==> run_1/congestion.png <==
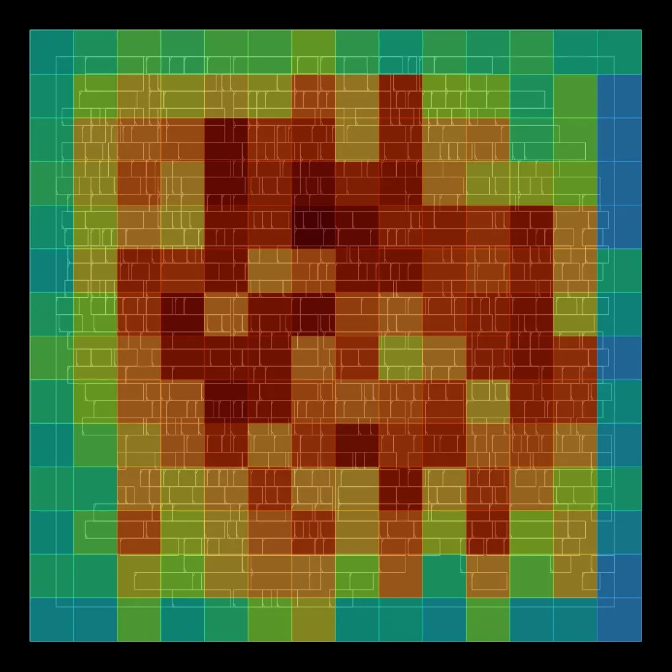
==> run_1/logic_types.png <==
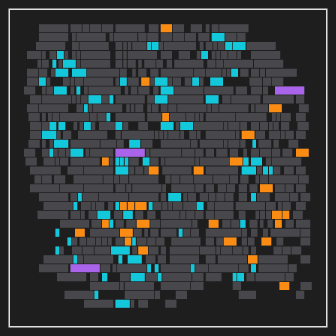
==> run_1/flops_by_reg.png <==
The bar under the picture is 20 microns long. Other sequential cells in the stronger grey, the rest of the logic in the fainter grey.
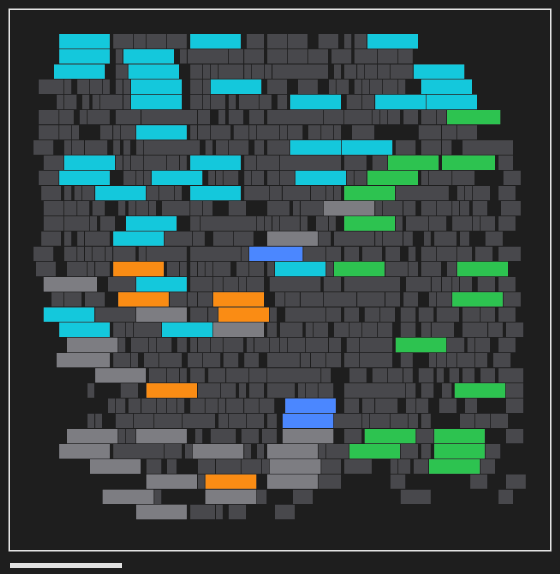
==> run_1/detail.png <==
The bar under the picture is 10 microns long. Region (12, 12) to (37, 37) microns. Cells in grey, sequential cells in the stronger grey; small squares are vias.
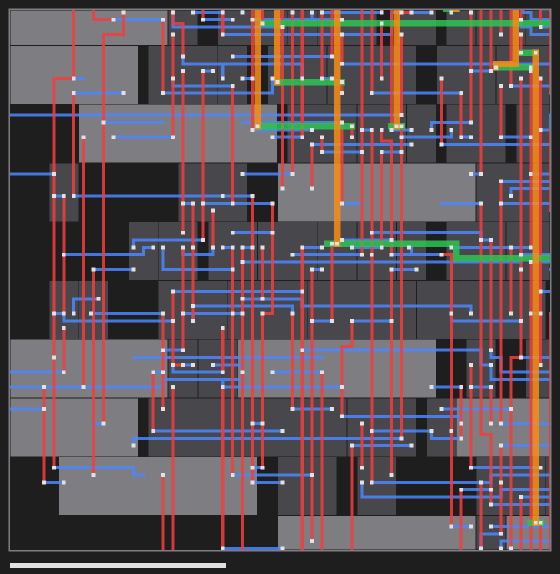
<file path="config.mk">
export PLATFORM = sky130hd
export DESIGN_NAME = spi_prog_tx
export DESIGN_NICKNAME = d
export VERILOG_FILES = /design/src/rtl/spi_prog_tx.sv
export SDC_FILE = /design/constraint.sdc
export NUM_CORES = 1
export LEC_CHECK = 0
export ABC_CLOCK_PERIOD_IN_PS = 1640
export CORE_MARGIN = 4
export CORE_UTILIZATION = 49
export CTS_BUF_LIST = sky130_fd_sc_hd__clkbuf_4 sky130_fd_sc_hd__clkbuf_8 sky130_fd_sc_hd__clkbuf_16
export DETAILED_ROUTE_END_ITERATION = 10
export GPL_ROUTABILITY_DRIVEN = 0
export HOLD_SLACK_MARGIN = 0.03
export PLACE_DENSITY = 0.87
export SLEW_MARGIN = 5
export SYNTH_ARGS = -nofsm -noshare
export SYNTH_HDL_FRONTEND = slang
export SYNTH_SLANG_ARGS = --single-unit
</file>
<file path="constraint.sdc">
create_clock -name clk_i -period 1.64 [get_ports clk_i]
set_input_delay 0.328 -clock clk_i [delete_from_list [all_inputs] [get_ports clk_i]]
set_output_delay 0.328 -clock clk_i [all_outputs]
set_load 0.01 [all_outputs]
</file>
<file path="src/rtl/spi_prog_tx.sv">
// Serial program-loader transmitter: takes 32-bit words over valid/ready and
// frames each one MSB-first on spi_ss/spi_mosi for the SoC boot loader.
module spi_prog_tx #(
    parameter int                    DATA_WIDTH = 32,
    parameter logic [DATA_WIDTH-1:0] END_WORD   = 32'h00000fff,
    parameter int                    GAP_CYCLES = 0
) (
    input  logic                  clk_i,
    input  logic                  rst_ni,
    input  logic                  start_i,
    input  logic [DATA_WIDTH-1:0] word_i,
    input  logic                  word_valid_i,
    output logic                  word_ready_o,
    output logic                  spi_ss_o,
    output logic                  spi_mosi_o,
    output logic                  busy_o,
    output logic                  done_o,
    output logic [15:0]           word_cnt_o
);

    typedef enum logic [2:0] {
        ST_IDLE  = 3'd0,
        ST_WAIT  = 3'd1,
        ST_SETUP = 3'd2,
        ST_SHIFT = 3'd3,
        ST_GAP   = 3'd4,
        ST_DONE  = 3'd5
    } state_t;

    localparam logic [5:0]  BIT_LAST = 6'(DATA_WIDTH - 1);
    localparam logic [15:0] GAP_LAST = 16'(GAP_CYCLES - 1);

    state_t                  state_r;
    state_t                  next_state_s;
    logic                    accept_s;
    logic                    clear_s;
    logic [DATA_WIDTH-1:0]   shift_r;
    logic [5:0]              bit_cnt_r;
    logic [15:0]             gap_cnt_r;
    logic                    is_end_r;
    logic [15:0]             word_cnt_r;
    logic                    ss_r;
    logic                    mosi_r;
    logic                    busy_r;
    logic                    done_r;

    // State register
    always_ff @(posedge clk_i or negedge rst_ni) begin
        if (!rst_ni) begin
            state_r <= ST_IDLE;
        end else begin
            state_r <= next_state_s;
        end
    end

    // Next-state decode plus word-accept and counter-clear strobes
    always_comb begin
        next_state_s = state_r;
        accept_s     = 1'b0;
        clear_s      = 1'b0;
        case (state_r)
            ST_IDLE: begin
                if (start_i) begin
                    next_state_s = ST_WAIT;
                    clear_s      = 1'b1;
                end else begin
                    next_state_s = ST_IDLE;
                end
            end
            ST_WAIT: begin
                if (word_valid_i) begin
                    next_state_s = ST_SETUP;
                    accept_s     = 1'b1;
                end else begin
                    next_state_s = ST_WAIT;
                end
            end
            ST_SETUP: begin
                next_state_s = ST_SHIFT;
            end
            ST_SHIFT: begin
                if (bit_cnt_r != BIT_LAST) begin
                    next_state_s = ST_SHIFT;
                end else if (GAP_CYCLES != 0) begin
                    next_state_s = ST_GAP;
                end else if (is_end_r) begin
                    next_state_s = ST_DONE;
                end else begin
                    next_state_s = ST_WAIT;
                end
            end
            ST_GAP: begin
                if (gap_cnt_r != GAP_LAST) begin
                    next_state_s = ST_GAP;
                end else if (is_end_r) begin
                    next_state_s = ST_DONE;
                end else begin
                    next_state_s = ST_WAIT;
                end
            end
            ST_DONE: begin
                if (start_i) begin
                    next_state_s = ST_WAIT;
                    clear_s      = 1'b1;
                end else begin
                    next_state_s = ST_DONE;
                end
            end
            default: begin
                next_state_s = ST_IDLE;
            end
        endcase
    end

    // Datapath and registered outputs; outputs are computed from the next
    // state so that spi_ss falls on the accepting edge.
    always_ff @(posedge clk_i or negedge rst_ni) begin
        if (!rst_ni) begin
            shift_r    <= '0;
            bit_cnt_r  <= 6'd0;
            gap_cnt_r  <= 16'd0;
            is_end_r   <= 1'b0;
            word_cnt_r <= 16'd0;
            ss_r       <= 1'b1;
            mosi_r     <= 1'b0;
            busy_r     <= 1'b0;
            done_r     <= 1'b0;
        end else begin
            if (accept_s) begin
                shift_r  <= word_i;
                is_end_r <= (word_i == END_WORD);
            end else if (next_state_s == ST_SHIFT) begin
                shift_r  <= shift_r << 1;
            end

            bit_cnt_r <= (state_r == ST_SHIFT) ? bit_cnt_r + 6'd1 : 6'd0;
            gap_cnt_r <= (state_r == ST_GAP) ? gap_cnt_r + 16'd1 : 16'd0;

            if (clear_s) begin
                word_cnt_r <= 16'd0;
            end else if (accept_s && (word_cnt_r != 16'hFFFF)) begin
                word_cnt_r <= word_cnt_r + 16'd1;
            end

            ss_r   <= !((next_state_s == ST_SETUP) || (next_state_s == ST_SHIFT));
            mosi_r <= (next_state_s == ST_SHIFT) ? shift_r[DATA_WIDTH-1] : 1'b0;
            busy_r <= (next_state_s != ST_IDLE) && (next_state_s != ST_DONE);
            done_r <= (next_state_s == ST_DONE);
        end
    end

    assign word_ready_o = (state_r == ST_WAIT);
    assign spi_ss_o     = ss_r;
    assign spi_mosi_o   = mosi_r;
    assign busy_o       = busy_r;
    assign done_o       = done_r;
    assign word_cnt_o   = word_cnt_r;

endmodule

</file>
==> impl_metrics.ini, run 1 <==
; generated from flow reports
[status]
status = finished with violations
violations = setup timing

[route]
vias = 4388
wire_per_inst_microns = 21.75
drt_iter0_drc = 458
vias_per_cell = 6.434
wl_microns = 14830
ant_nets = 0
firstDrtPassIters = 9

[global_routing]
track_usage = 0.2578
grt_pass1_vias = 4108
grt_overflow = 0
grt_max_degree = 34
antenna_found_initial = 0

[run]
cap_violations = 0

[synthesis]
ys_cells = 429
fa_ha_area_frac = 0.009734
ff_type = dfrtp_1
synthTopCellsByCount = nand2_1, dfrtp_1, nor2_1
synth-warning-count = 0
fp_nets = 468
most_common_cell = nand2_1
synthCells = 429
synth-edff-count = 0
xor_share = 0.03634
yosys.area_share.aoi = 0.1175
simple_gate_share = 0.2816
synth.comb.largest_family = simple AND/OR/NAND/NOR gates
async_flop_share = 1.000
synth.distinct_cells = 43
synthMuxAreaShare = 0.02077
syn_avg_cell_area_sq_um = 8.989
synth_flops = 78
synth_seq_share = 0.5065
synth_top_area_share = 0.4997
topCellsByArea = dfrtp_1, nand2_1, nor2_1
ys_area_sq_um = 3856

[clock_network]
worstSkewPairLatency_ps = 360
cts_buffer_depth = 2
cts_sinks = 78
cts_max_level = 3
cts_buffers = 9
clk_pin_slew_ps = 90
cts-root-buf = clkbuf_8
tritoncts = built

[timing]
worst_pin_slew_ps = 526.5
fmax_mhz = 514.5
finalHoldViolCount = 0
setup_viol = 43
hold_slack_ps = 450.2
finClkSkew_ps = 16.31
finalMaxSlewViolations = 0
worst_slack_ps = -303.8
rsz0062_at_grt = true
period_minus_slack_ps = 1944

[placed_design]
io_buffers = 56
dp_slack_ps = -543.0
dp_hpwl_microns = 6841
dpl_cell_area_sq_um = 5046

[die]
row_count = 32
fp_util = 0.5016
coreArea_sq_um = 7687
die-area_sq_um = 9353
n_tap_cell = 102
ioPinCount = 57
die_w_microns = 96.71

[setup_path]
reg2reg_depth = 7
worstReg2RegEnd = shift_r[7]
reg2reg_from = bit_cnt_r[1]
end_kind = flop
cp-start-kind = flop
required_ps = 1900
cp-endpoint = shift_r[7]
criticalPathCategory = flop to flop
startpoint = bit_cnt_r[1]
critical_path_arrival_ps = 2200

[layout]
drive_gt1_frac = 0.3379
design.seq.count = 78
fill_cells = 442
logic_area_sq_um = 2220
fin_nets = 614
signal_buffers = 153
num_antenna_cells = 0
comb_cells = 325
largest_reg_flops = 32
regMostFlops = shift_r

[hold_path]
hp-class = primary input to async pin

[power_and_ir_drop]
powerDensity_nw_per_um2 = 628.1
vdd_drop_max_mv = 0.5229
## Picture notes: congestion.png
Core Util, Final: 0.7860
M3 GR Usage: 0.04831

## Picture notes: logic_types.png
legend:
  orange:
    family: AND and OR gates
    cells: 28
    most_used: and4_1
  purple:
    family: adder and majority cells
    cells: 3
    most_used: ha_4
  cyan:
    family: NOR gates
    cells: 79
    most_used: nor2_1
logic share of the area: 0.3674
most used logic cell in the final layout: nand2_1
non-filler cells, final: 682

## Picture notes: flops_by_reg.png
legend:
  blue:
    signal: state_r
    flops: 3
  orange:
    signal: bit_cnt_r
    flops: 6
  cyan:
    signal: shift_r
    flops: 32
  green:
    signal: word_cnt_o
    flops: 16
not coloured: 21
Seq. pwr: 1.92 mW
sequential cell area: 1958 sq um
Seq/total area: 0.3241

## Picture notes: detail.png
legend:
  green:
    layer: metal 3
  blue:
    layer: metal 1
  red:
    layer: metal 2
  orange:
    layer: metal 4
most frequent: nor2_1 (8), dfrtp_1 (8), buf_4 (7)
sequential cells in the window: 9
cells with their middle in the window: 54
netlist names of flops here include: gap_cnt_r (8), bit_cnt_r (1)

==> run 1: critical path, stage by stage, from the launching register on <==
cell and delay, ps:
dfrtp_1 450, ha_4 190, and3_4 190, a311oi_4 390, buf_6 190, buf_16 150, nor2_2 50, a31oi_1 230
==> run 1: per-stage QoR <==
stage / std cells / setup TNS (ps)
floorplan: 429 / -582.7
global placement: 634 / -14890
detailed placement: 634 / -17170
CTS: 669 / -2259
global route: 682 / -8841
finish: 682 / -7610
==> run 1: timing repair <==
| item | CTS | global route |
|---|---|---|
| gates resized | 54 | 81 |
| pin swaps | 6 | 13 |
| setup endpoints to repair | 57 | 57 |
| cloned | 6 | 1 |
| hold endpoints to repair | 27 | 0 |
| setup buffers | 12 | 14 |
| hold buffers | 1 | 0 |
==> run 1: cell usage in the layout, fill, tap and decap left out, drive strengths merged, types with 8 or more instances in the layout <==
cell type	Yosys	final
buf	7	97
nand2	87	87
dfrtp	77	77
nor2	58	58
clkdlybuf4s50	0	36
a31oi	32	32
dlygate4sd2	0	17
nand3	16	16
clkbuf	11	13
a21oi	13	13
o21ai	12	12
nand4	10	10
xnor2	10	10
nor3	9	9
mux2i	8	8
inv	8	8
nor4	8	8
==> run 1: layer usage <==
| layer | track usage | part of all wire | up-vias |
|---|---|---|---|
| met5 | 0 | 0 | - |
| met4 | 0.1415 | 0.074 | 0 |
| met3 | 0.04831 | 0.085 | 112 |
| met2 | 0.4437 | 0.49 | 350 |
| met1 | 0.3027 | 0.35 | 2103 |
| li1 | - | - | 1823 |
==> run 1: where the power goes <==
group | total (mW) | internal [mW] | leakage, nW | switching, mW
combinational | 0.199 | 0.111 | 1.48 | 0.0883
sequential | 1.92 | 1.92 | 1.06 | 0
clock | 1.67 | 0.953 | 0.120 | 0.721
==> run_1/io_fan.png <==
The bar under the picture is 20 microns long.
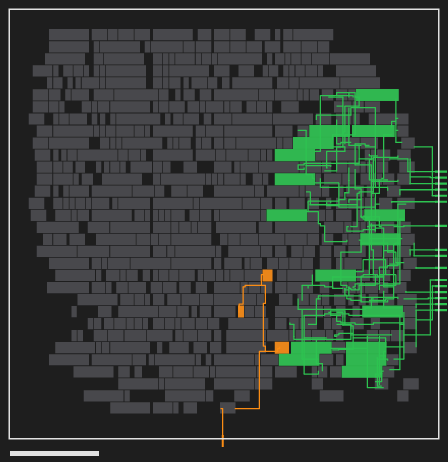

==> run 1 -> run 2 <==
Settings changed: ABC_CLOCK_PERIOD_IN_PS 1640 to 2400, CORE_UTILIZATION 49 to 55, PLACE_DENSITY 0.87 to 0.92.
Clock period 1.64 ns to 2.4 ns, I/O delays scaled along.
==> run_2/io_fan.png <==
The bar under the picture is 20 microns long.
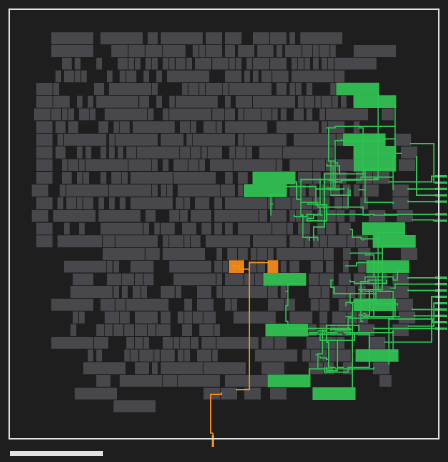
legend:
  orange:
    port: start_i
    direction: input
    edge: bottom
    end_cells: 3
    wire: 51.2 microns
  green:
    port: word_cnt_o
    direction: output
    edge: right
    end_cells: 16
    wire: 856 microns
Ports: 57
I/O Buffers: 56

==> run_2/detail.png <==
The bar under the picture is 10 microns long. Region (10, 10) to (35, 35) microns. Cells in grey, sequential cells in the stronger grey; small squares are vias.
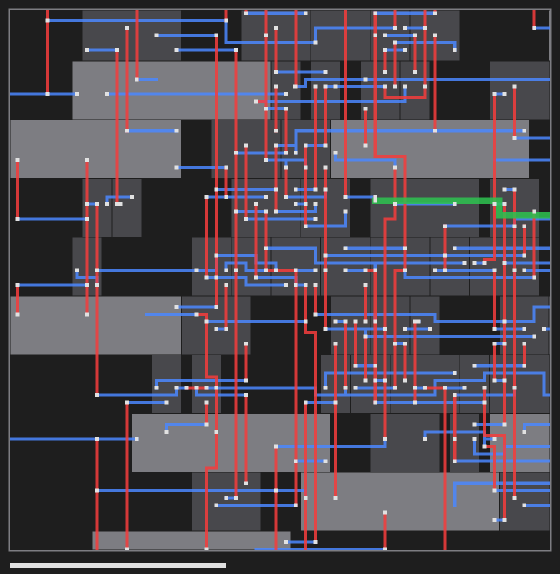
legend:
  red:
    layer: metal 2
  green:
    layer: metal 3
  blue:
    layer: metal 1
cells with their middle in the window: 48
netlist names of flops here include: gap_cnt_r (6)
most frequent: nor2_1 (6), dfrtp_1 (6), xnor2_1 (5)
sequential cells in the window: 6

==> impl_metrics.ini, run 2 <==
; generated from flow reports
[synthesis]
async_flop_share = 1.000
syn_avg_cell_area_sq_um = 8.989
synth_seq_share = 0.5065
most_common_cell = nand2_1
synth-warning-count = 0
synth_flops = 78
synth_top_area_share = 0.4997
synth-edff-count = 0
synthTopCellsByCount = nand2_1, dfrtp_1, nor2_1
synth.distinct_cells = 43
ys_area_sq_um = 3856

[power_and_ir_drop]
pwr.group.sequential_mw = 1.31
combPwrFrac = 0.042
power_frac_clock = 0.417
p_sw_frac = 0.2244
powerDensity_nw_per_um2 = 507.3
switchingPower_uw = 545.3
powerComb_uw = 103

[route]
vias = 3431
wl_microns = 8699
wire_per_inst_microns = 14.74
wl_met1_microns = 3720
wl_met3_microns = 494
vias_per_cell = 5.815
ant_nets = 0
firstDrtPassIters = 4
dr.max_layer_used = met4

[clock_network]
cts_hold_buf = 0
worstSkewPairLatency_ps = 360

[setup_path]
required_ps = 1920
startpoint = state_r[2]
reg2reg_depth = 5
reg2reg_from = word_cnt_o[0]
critical_path_arrival_ps = 1880
end_kind = primary output
cp-start-kind = flop

[placed_design]
dp_hpwl_microns = 6219
dpl_cell_area_sq_um = 4579

[timing]
period_minus_slack_ps = 2359
timing.setup.tns_ps = 0
worst_pin_slew_ps = 485.3
hold_slack_ps = 71.04
finalMaxSlewViolations = 0
setup_viol = 0
rsz0062_at_grt = false
finClkSkew_ps = 19.96
fmax_mhz = 423.9

[hold_path]
hp-class = primary input to async pin

[die]
row_count = 30
coreArea_sq_um = 6794

[layout]
drive_gt1_frac = 0.07490
lay_top_cells = nand2_1, dfrtp_1, nor2_1, clkdlybuf4s50_1, a31oi_1
largest_reg_flops = 32
regMostFlops = shift_r
fin_nets = 528
final_cells = 590

[global_routing]
track_usage = 0.2145
grt_max_degree = 65

[run]
cap_violations = 0

[status]
status = complete, no violations
run 2: cell counts after synthesis:
Identical to the previous run, type by type.
run 2: cells by family after synthesis:
kind of cell / Yosys count / synth area share
fa+ha+maj: 3 / 0.009735
mux: 8 / 0.02077
flops: 78 / 0.5065
simple gates: 227 / 0.2816
buf+inv: 26 / 0.02758
xor+xnor: 16 / 0.03634
compound gates: 71 / 0.1175
run 2: final cells by class:
class / count / area, sq um
multi-input cells: 325 / 1810
clock inverters: 6 / 70.07
well taps: 96 / 120.1
repair buffers: 67 / 665.6
fillers: 505 / 2004
flip-flops and latches: 78 / 1956
clock buffers: 10 / 137.6
inverters: 8 / 30.03
run 2: metrics by stage:
step | setup slack, ps | util
final | 41.05 | 0.7050
after global routing | 4.705 | 0.7050
after CTS | 7.424 | 0.7048
after detailed placement | 63.88 | 0.6740
after global placement | 113.1 | 0.6740
after floorplan | 534.7 | -
run 2: worst max-delay path by stage:
stage,to,slack [ps],cells past startpoint
6_report,word_ready_o,40,3
5_1_grt,word_ready_o,5,3
4_1_cts,word_ready_o,7,3
3_5_place_dp,word_cnt_o[11],60,5
3_3_place_gp,word_cnt_o[9],110,5
2_1_floorplan,word_cnt_o[8],530,5
run 2: repair_timing:
action                     CTS  global route
pin swaps                    0             0
hold endpoints to repair     0             0
setup endpoints to repair    1             1
resized                      1             1
run 2: layer usage:
metal	up-vias	track usage
met3	28	0.04512
li1	1641	-
met4	0	0.08045
met5	-	0
met1	1633	0.2775
met2	129	0.3554
run 2: worst max-delay path, cell delays in order, from the launching register on:
cell and delay, ps:
dfrtp_2 500, or2_2 340, nor2_1 130, clkdlybuf4s50_1 560
==> run_2/flops_by_reg.png <==
The bar under the picture is 20 microns long. Other sequential cells in the stronger grey, the rest of the logic in the fainter grey.
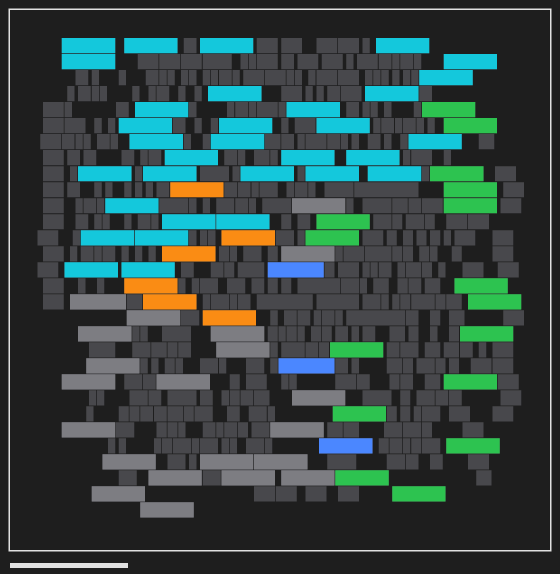

==> run 2 -> run 3 <==
Settings changed: ABC_CLOCK_PERIOD_IN_PS 2400 to 1960, CORE_UTILIZATION 55 to 49, PLACE_DENSITY 0.92 to 0.87.
Clock period 2.4 ns to 1.96 ns, I/O delays scaled along.
==> run_3/flops_by_reg.png <==
The bar under the picture is 20 microns long. Other sequential cells in the stronger grey, the rest of the logic in the fainter grey.
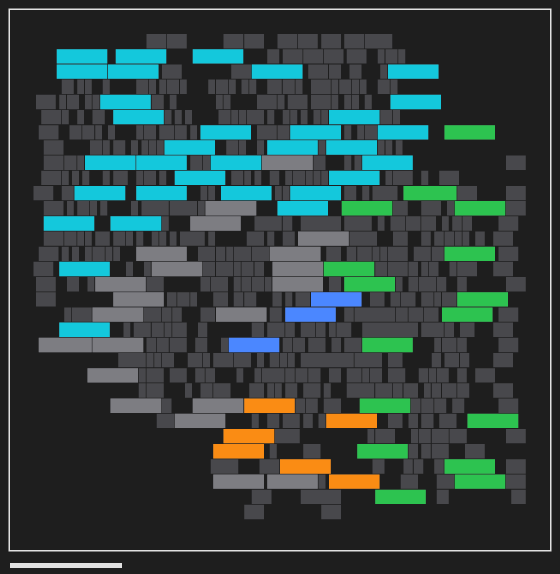
legend:
  green:
    signal: word_cnt_o
    flops: 16
  orange:
    signal: bit_cnt_r
    flops: 6
    where: bottom middle
  blue:
    signal: state_r
    flops: 3
  cyan:
    signal: shift_r
    flops: 32
sequential cell area: 1954 sq um
Core Util, Final: 0.6364
Seq/total area: 0.3995

==> run_3/congestion.png <==
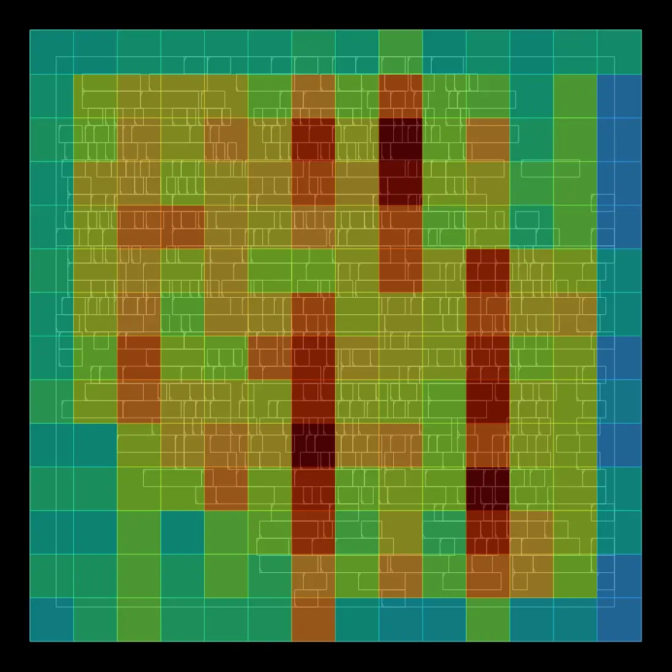
M3 GR Usage: 0.04470
Total GRT Usage: 0.1933
GRT Max-Usage Layer: met2
GR met2 Demand/Resource: 0.3169

==> impl_metrics.ini, run 3 <==
; generated from flow reports
[status]
status = complete, no violations

[synthesis]
fp_nets = 468
ys_area_sq_um = 3856
synth_seq_share = 0.5065
synthMuxAreaShare = 0.02077
synthCells = 429
synth.distinct_cells = 43
topCellsByArea = dfrtp_1, nand2_1, nor2_1
syn_avg_cell_area_sq_um = 8.989
synth_top_area_share = 0.4997
synth_flops = 78
xor_share = 0.03634
yosys.area_share.aoi = 0.1175
synth-warning-count = 0
synthTopCellsByCount = nand2_1, dfrtp_1, nor2_1
synth.comb.largest_family = simple AND/OR/NAND/NOR gates

[setup_path]
cp_cell_sequence = or2_2 -> nor2_1 -> clkdlybuf4s15_1
cp_slowest_stage_delay_ps = 410
critical_path_arrival_ps = 1500
end_kind = primary output
required_ps = 1570
cp-start-kind = flop
criticalPathCategory = flop to primary output
reg2reg_from = word_cnt_o[3]
cp-endpoint = word_ready_o
reg2reg_depth = 4

[global_routing]
gr-usage-met1 = 0.2399
antenna_found_initial = 0
grt_max_degree = 65

[layout]
drive_gt1_frac = 0.09823
fin_nets = 544
regMostFlops = shift_r
lay_top_cells = nand2_1, dfrtp_1, nor2_1, clkdlybuf4s50_1, a31oi_1
largest_reg_flops = 32
final_common_cell = nand2_1

[die]
coreArea_sq_um = 7687

[timing]
finClkSkew_ps = 15.66
setup_viol = 0
hold_slack_ps = 486.2
fmax_mhz = 527.7
period_minus_slack_ps = 1895
timing.setup.tns_ps = 0

[route]
vias_per_cell = 5.718
wl_met1_microns = 3740
firstDrtPassIters = 5
wl_met3_microns = 435
wire_per_inst_microns = 14.43

[run]
cap_violations = 0

[placed_design]
io_buffers = 56
dp_hpwl_microns = 6230

[hold_path]
hp-class = flop to flop

[power_and_ir_drop]
powerDensity_nw_per_um2 = 572.6

[clock_network]
cts_buffers = 9
clk_pin_slew_ps = 70
cts_max_level = 3
## run 3: layout make-up
cell class	count	area [sq um]	share of cell area
clock buffers	11	145.1	0.02967
clock inverters	4	23.77	0.004859
inverters	8	30.03	0.006138
multi-input cells	325	1810	0.3701
flip-flops and latches	78	1954	0.3995
well taps	102	127.6	0.02609
repair buffers	83	800.8	0.1637
## run 3: through the flow
| stage | area, sq um | cells | setup WS (ps) | power, mW |
|---|---|---|---|---|
| finish | 4892 | 611 | 64.97 | 2.801 |
| floorplan | 3856 | 429 | 94.69 | 1.646 |
| detailed placement | 4697 | 593 | -284.7 | 1.771 |
| global placement | 4697 | 593 | -205.0 | 1.770 |
| global route | 4892 | 611 | 7.264 | 2.909 |
| CTS | 4882 | 610 | 5.380 | 2.829 |
## run 3: critical path, delay by kind of cell (launching register included)
| family | cells | cell delay, ps |
|---|---|---|
| simple gates | 2 | 500 |
| buf+inv | 1 | 250 |
| flops | 1 | 410 |
## run 3: how the worst min path moves through the flow
stage                  from  cells past startpoint  slack, ps        endpoint
2_1_floorplan        rst_ni                      0        100    bit_cnt_r[0]
3_3_place_gp         rst_ni                      1        330  word_cnt_o[12]
3_5_place_dp         rst_ni                      1        340  word_cnt_o[13]
4_1_cts        bit_cnt_r[0]                      1        490    bit_cnt_r[0]
5_1_grt              rst_ni                      2        510  word_cnt_o[13]
6_report       bit_cnt_r[0]                      1        490    bit_cnt_r[0]
## run 3: timing repair
item	CTS	global route
buffers inserted	1	1
pin swaps	0	0
gates resized	1	2
hold endpoints to repair	27	0
endpoints found under the setup margin	1	2
hold buffers	1	0
## run 3: where the power goes
part	leakage, nW	switching [mW]	total [mW]	internal (mW)
registers	1.06	0	1.61	1.61
clock network	0.0923	0.565	1.06	0.498
logic	0.863	0.0572	0.131	0.0742
total	2.02	0.622	2.80	2.18
Power and IR drop assume default switching activity.
